File: config.mk
export PLATFORM = sky130hd
export DESIGN_NAME = delay_line_probe
export DESIGN_NICKNAME = d
export VERILOG_FILES = /design/src/rtl/delay_line_probe.sv
export SDC_FILE = /design/constraint.sdc
export NUM_CORES = 1
export LEC_CHECK = 0
export ABC_AREA = 0
export CAP_MARGIN = 20
export CORE_MARGIN = 10
export CORE_UTILIZATION = 30
export DETAILED_ROUTE_END_ITERATION = 10
export PLACE_DENSITY = 0.62
export SYNTH_ARGS = -nofsm -noshare
export SYNTH_HDL_FRONTEND = slang
export SYNTH_SLANG_ARGS = --single-unit
File: constraint.sdc
create_clock -name clock -period 2.5 [get_ports clock]
set_input_delay 0.5 -clock clock [delete_from_list [all_inputs] [get_ports clock]]
set_output_delay 0.5 -clock clock [all_outputs]
set_load 0.005 [all_outputs]
File: src/rtl/delay_line_probe.sv
// ============================================================================
// Module      : delay_line_probe
// Description : Latency probe for a fixed-length delay line. Flushes the
//               path with zeros, launches a single marker word and counts
//               clock cycles until the marker comes back on echo_in. Reports
//               the latency or a timeout.
//               Optional macro AVG4_EN: average four back-to-back rounds.
// Revision    : 1.0 - initial release
// ============================================================================
`default_nettype none

module delay_line_probe #(
  parameter int                DATA_W     = 8,
  parameter int                CNT_W      = 8,
  parameter int                MAX_DELAY  = 127,
  parameter logic [DATA_W-1:0] PROBE_WORD = 8'hA5,
  parameter int                FLUSH_LEN  = 128
) (
  input  logic              clock,
  input  logic              reset,
  input  logic              start,
  input  logic [DATA_W-1:0] echo_in,
  output logic [DATA_W-1:0] probe_out,
  output logic              busy,
  output logic              done,
  output logic              timeout,
  output logic [CNT_W-1:0]  latency
);

  localparam int                 FLUSH_W      = (FLUSH_LEN > 1) ? $clog2(FLUSH_LEN) : 1;
  localparam logic [FLUSH_W-1:0] C_FLUSH_LAST = FLUSH_W'(FLUSH_LEN - 1);
  localparam logic [CNT_W-1:0]   C_MAX_CNT    = CNT_W'(MAX_DELAY);
  localparam logic [CNT_W-1:0]   C_ONE        = CNT_W'(1);

  typedef enum logic [2:0] {
    S_IDLE  = 3'd0,
    S_FLUSH = 3'd1,
    S_SEND  = 3'd2,
    S_WAIT  = 3'd3,
    S_DONE  = 3'd4
  } state_t;

  state_t              r_state;
  state_t              w_next_state;
  logic [FLUSH_W-1:0]  r_flush_cnt;
  logic [CNT_W-1:0]    r_cnt;
  logic [CNT_W-1:0]    r_latency;
  logic                r_done;
  logic                r_timeout;
  logic [DATA_W-1:0]   w_probe;
  logic                w_match;
  logic                w_hit;        // marker returned in this cycle
  logic                w_expire;     // last counter value passed without a match
  logic                w_last_round; // a hit now ends the whole measurement
  logic                w_finish;     // result becomes valid at the next edge
  logic [CNT_W-1:0]    w_result;

`ifdef AVG4_EN
  logic [1:0]          r_round;
  logic [CNT_W+1:0]    r_acc;
  logic [CNT_W+1:0]    w_acc_sum;

  assign w_acc_sum    = r_acc + {2'b00, r_cnt};
  assign w_last_round = (r_round == 2'd3);
  // Floor average of the four counts; a timeout overrides with all-ones
  assign w_result     = w_expire ? '1 : w_acc_sum[CNT_W+1:2];

  // Round index and running sum, restarted whenever the probe is idle
  always_ff @(posedge clock) begin
    if (reset) begin
      r_round <= 2'd0;
      r_acc   <= '0;
    end else if (r_state == S_IDLE) begin
      r_round <= 2'd0;
      r_acc   <= '0;
    end else if (w_hit) begin
      r_round <= r_round + 2'd1;
      r_acc   <= w_acc_sum;
    end
  end
`else
  assign w_last_round = 1'b1;
  assign w_result     = w_expire ? '1 : r_cnt;
`endif

  assign w_finish = (w_hit & w_last_round) | w_expire;

  // State register
  always_ff @(posedge clock) begin
    if (reset) begin
      r_state <= S_IDLE;
    end else begin
      r_state <= w_next_state;
    end
  end

  // Next-state decode and marker drive
  always_comb begin
    w_next_state = r_state;
    w_probe      = '0;
    w_match      = (echo_in == PROBE_WORD);
    w_hit        = 1'b0;
    w_expire     = 1'b0;
    case (r_state)
      S_IDLE: begin
        if (start) begin
          w_next_state = S_FLUSH;
        end
      end
      S_FLUSH: begin
        if (r_flush_cnt == C_FLUSH_LAST) begin
          w_next_state = S_SEND;
        end
      end
      S_SEND: begin
        // Counter is zero here, so a same-cycle echo reports latency 0
        w_probe = PROBE_WORD;
        if (w_match) begin
          w_hit        = 1'b1;
          w_next_state = w_last_round ? S_DONE : S_FLUSH;
        end else begin
          w_next_state = S_WAIT;
        end
      end
      S_WAIT: begin
        // A match on the final counter value still counts as a match
        if (w_match) begin
          w_hit        = 1'b1;
          w_next_state = w_last_round ? S_DONE : S_FLUSH;
        end else if (r_cnt == C_MAX_CNT) begin
          w_expire     = 1'b1;
          w_next_state = S_DONE;
        end
      end
      S_DONE: begin
        w_next_state = S_IDLE;
      end
      default: begin
        w_next_state = S_IDLE;
      end
    endcase
  end

  // Flush length counter and saturating latency counter
  always_ff @(posedge clock) begin
    if (reset) begin
      r_flush_cnt <= '0;
      r_cnt       <= '0;
    end else begin
      r_flush_cnt <= (r_state == S_FLUSH) ? r_flush_cnt + 1'b1 : '0;
      case (r_state)
        S_SEND:  r_cnt <= C_ONE;
        S_WAIT:  r_cnt <= (r_cnt == C_MAX_CNT) ? r_cnt : r_cnt + C_ONE;
        default: r_cnt <= '0;
      endcase
    end
  end

  // Registered result and the done/timeout pulses aligned with it
  always_ff @(posedge clock) begin
    if (reset) begin
      r_latency <= '0;
      r_done    <= 1'b0;
      r_timeout <= 1'b0;
    end else begin
      r_done    <= w_finish;
      r_timeout <= w_expire;
      if (w_finish) begin
        r_latency <= w_result;
      end
    end
  end

  assign probe_out = w_probe;
  assign busy      = (r_state != S_IDLE);
  assign done      = r_done;
  assign timeout   = r_timeout;
  assign latency   = r_latency;

endmodule

`default_nettype wire
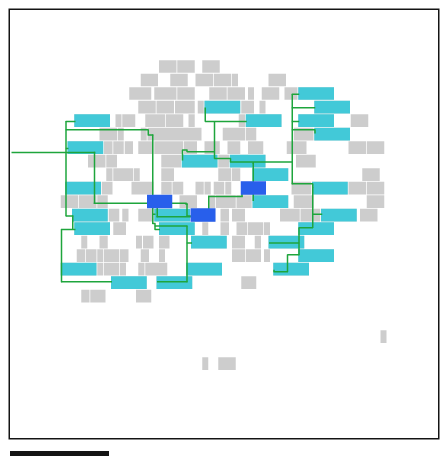
*Clock distribution*
The bar under the picture is 20 µm long.
[green] clock wires | length: 317 µm
[cyan] flip-flops | count: 28
[blue] clock drivers | count: 3
routed clock nets	4
Clock power frac: 36.7%
clk_skew: 0.005404 ns
clk pwr: 0.000353 W
clk latency late pin: 0.27 ns

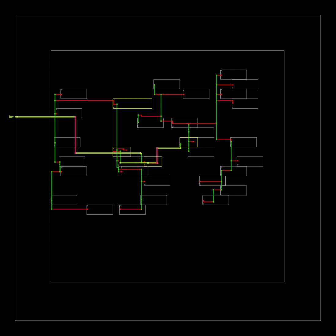
*Clock routing*
clock buf count: 3
Clock Sinks: 28
FFs & Latches: 28

==> results.toml <==
# flow metrics
[clocking]
cts_setup_buffers = 0
root_buffer = "clkbuf_8"
ctsResizeCount = 0
ctsHoldBuffers = 0
cts_tree = "yes"

[detailed_routing]
drt-pass1-iter-count = 2
wl_per_cell_um = 14.03
post-route-drc-count = 0
via_per_inst = 4.957
antenna_left = 0

[synth]
xor_share_pct = 5.333
ys_sh_mux_pct = 2.286
netlist_instances = 132
yosysCellCount = 132
synth_chip_area_um2 = 1314

[floorplan]
boundaryPins = 30
die_w_um = 86.18

[pwr]
p_per_area_nw_per_um2 = 588.1
seqPwrFrac_pct = 49.5
ir_worst_vdd_v = 0.0004234

[grt]
grt_max_degree = 17
grt_pass1_vias = 1063
grt_pass1_wl_mm = 5.037

[final_layout]
final_util_pct = 38.11
fin_cells = 207
fin_area_um2 = 1637

[min_path]
hold_path.class = "reg2reg"

[outcome]
status = "complete, no violations"

[placed_design]
dpl_cell_area_um2 = 1565

[final_timing]
min_period_ns = 2.383
hold_violations = 0
[cell families (layout without fill, tap and decap cells)]
group	Yosys count	count (layout)
DFF	28	28
xor gates and xnor gates	8	8
other	1	4
muxes	3	3
and+or+nand+nor	55	55
buffers and inverters	10	30
AOI/OAI and AO/OA	25	25
adders and majority gates	2	2
[worst max-delay path, stage by stage (launching register included)]
cell	delay, ns
dfxtp_1	0.48
or2b_2	0.37
nor2_1	0.21
clkdlybuf4s50_1	0.55
[path summary, 6_finish.rpt]
kind	start	to	slack [ns]	cells past startpoint
worst min-delay path	r_flush_cnt[0]$_SDFF_PP0_	r_flush_cnt[0]$_SDFF_PP0_	0.47	1
worst min register to register	r_flush_cnt[0]$_SDFF_PP0_	r_flush_cnt[0]$_SDFF_PP0_	0.47	1
worst max register to register	r_cnt[0]$_SDFFE_PP0P_	latency[3]$_SDFFE_PP0P_	0.83	5
worst max-delay path	r_state[1]$_SDFFE_PP0P_	probe_out[2]	0.12	3
[layout by cell type, fill, tap and decap left out, types with 3 or more instances in the layout]
cell	count
dfxtp_1	28
clkdlybuf4s50_1	25
nor2_1	15
nand2_1	8
o221a_2	6
nand3_1	5
o211ai_1	5
xor2_1	5
conb_1	4
a31oi_1	3
o21ai_0	3
mux2i_1	3
xnor2_1	3
clkbuf_8	3
[cell type report]
class                   instances  area, µm²
flip-flops and latches         28      560.5
clock inverters                 1      30.03
repair buffers                 25      250.2
well taps                      52      65.06
clock buffers                   3      41.29
fillers                       419       2658
inverters                       1      3.754
multi-input cells              97      685.7
[sequential cells by signal, indices dropped and copies added, names as in the netlist]
| register | flops |
|---|---|
| latency | 8 |
| r_cnt | 8 |
| r_flush_cnt | 7 |
| r_state | 3 |
| done | 1 |
| timeout | 1 |
[cell usage after synthesis, types with 2 or more instances]
cell	count
a211oi_1	2
a21oi_1	2
a31oi_1	3
and2_2	2
and3_1	2
and3_2	2
and4bb_2	2
buf_4	7
dfxtp_1	28
ha_1	2
mux2i_1	3
nand2_1	8
nand2b_1	2
nand3_1	5
nand4bb_1	2
nor2_1	15
nor2b_1	2
o211ai_1	5
o21ai_0	3
o221a_2	6
or3_1	2
xnor2_1	3
xor2_1	5
[layer usage]
| layer | up-vias | routed length, µm | track usage [%] |
|---|---|---|---|
| met5 | - | 0 | 0 |
| met2 | 16 | 1461 | 13.66 |
| li1 | 519 | - | - |
| met3 | 4 | 168 | 3.002 |
| met1 | 487 | 1260 | 9.385 |
| met4 | 0 | 14 | 1.325 |
[power by group through the flow]
stage,Combinational [W],Clock (W),Sequential (W)
floorplan,0.0000994,0,0.000477
global placement,0.000131,0,0.000485
detailed placement,0.000134,0,0.000486
CTS,0.000135,0.000359,0.000476
global route,0.000148,0.000378,0.000480
finish,0.000133,0.000353,0.000477
[through the flow]
| step | setup slack (ns) | hold slack (ns) |
|---|---|---|
| final | 0.1168 | 0.4652 |
| after global routing | 0.03803 | 0.4919 |
| after detailed placement | 0.4109 | 0.4486 |
| after floorplan | 0.8791 | 0.4132 |
| after global placement | 0.4728 | 0.4200 |
| after CTS | 0.1056 | 0.4622 |
Power and IR drop assume default switching activity.
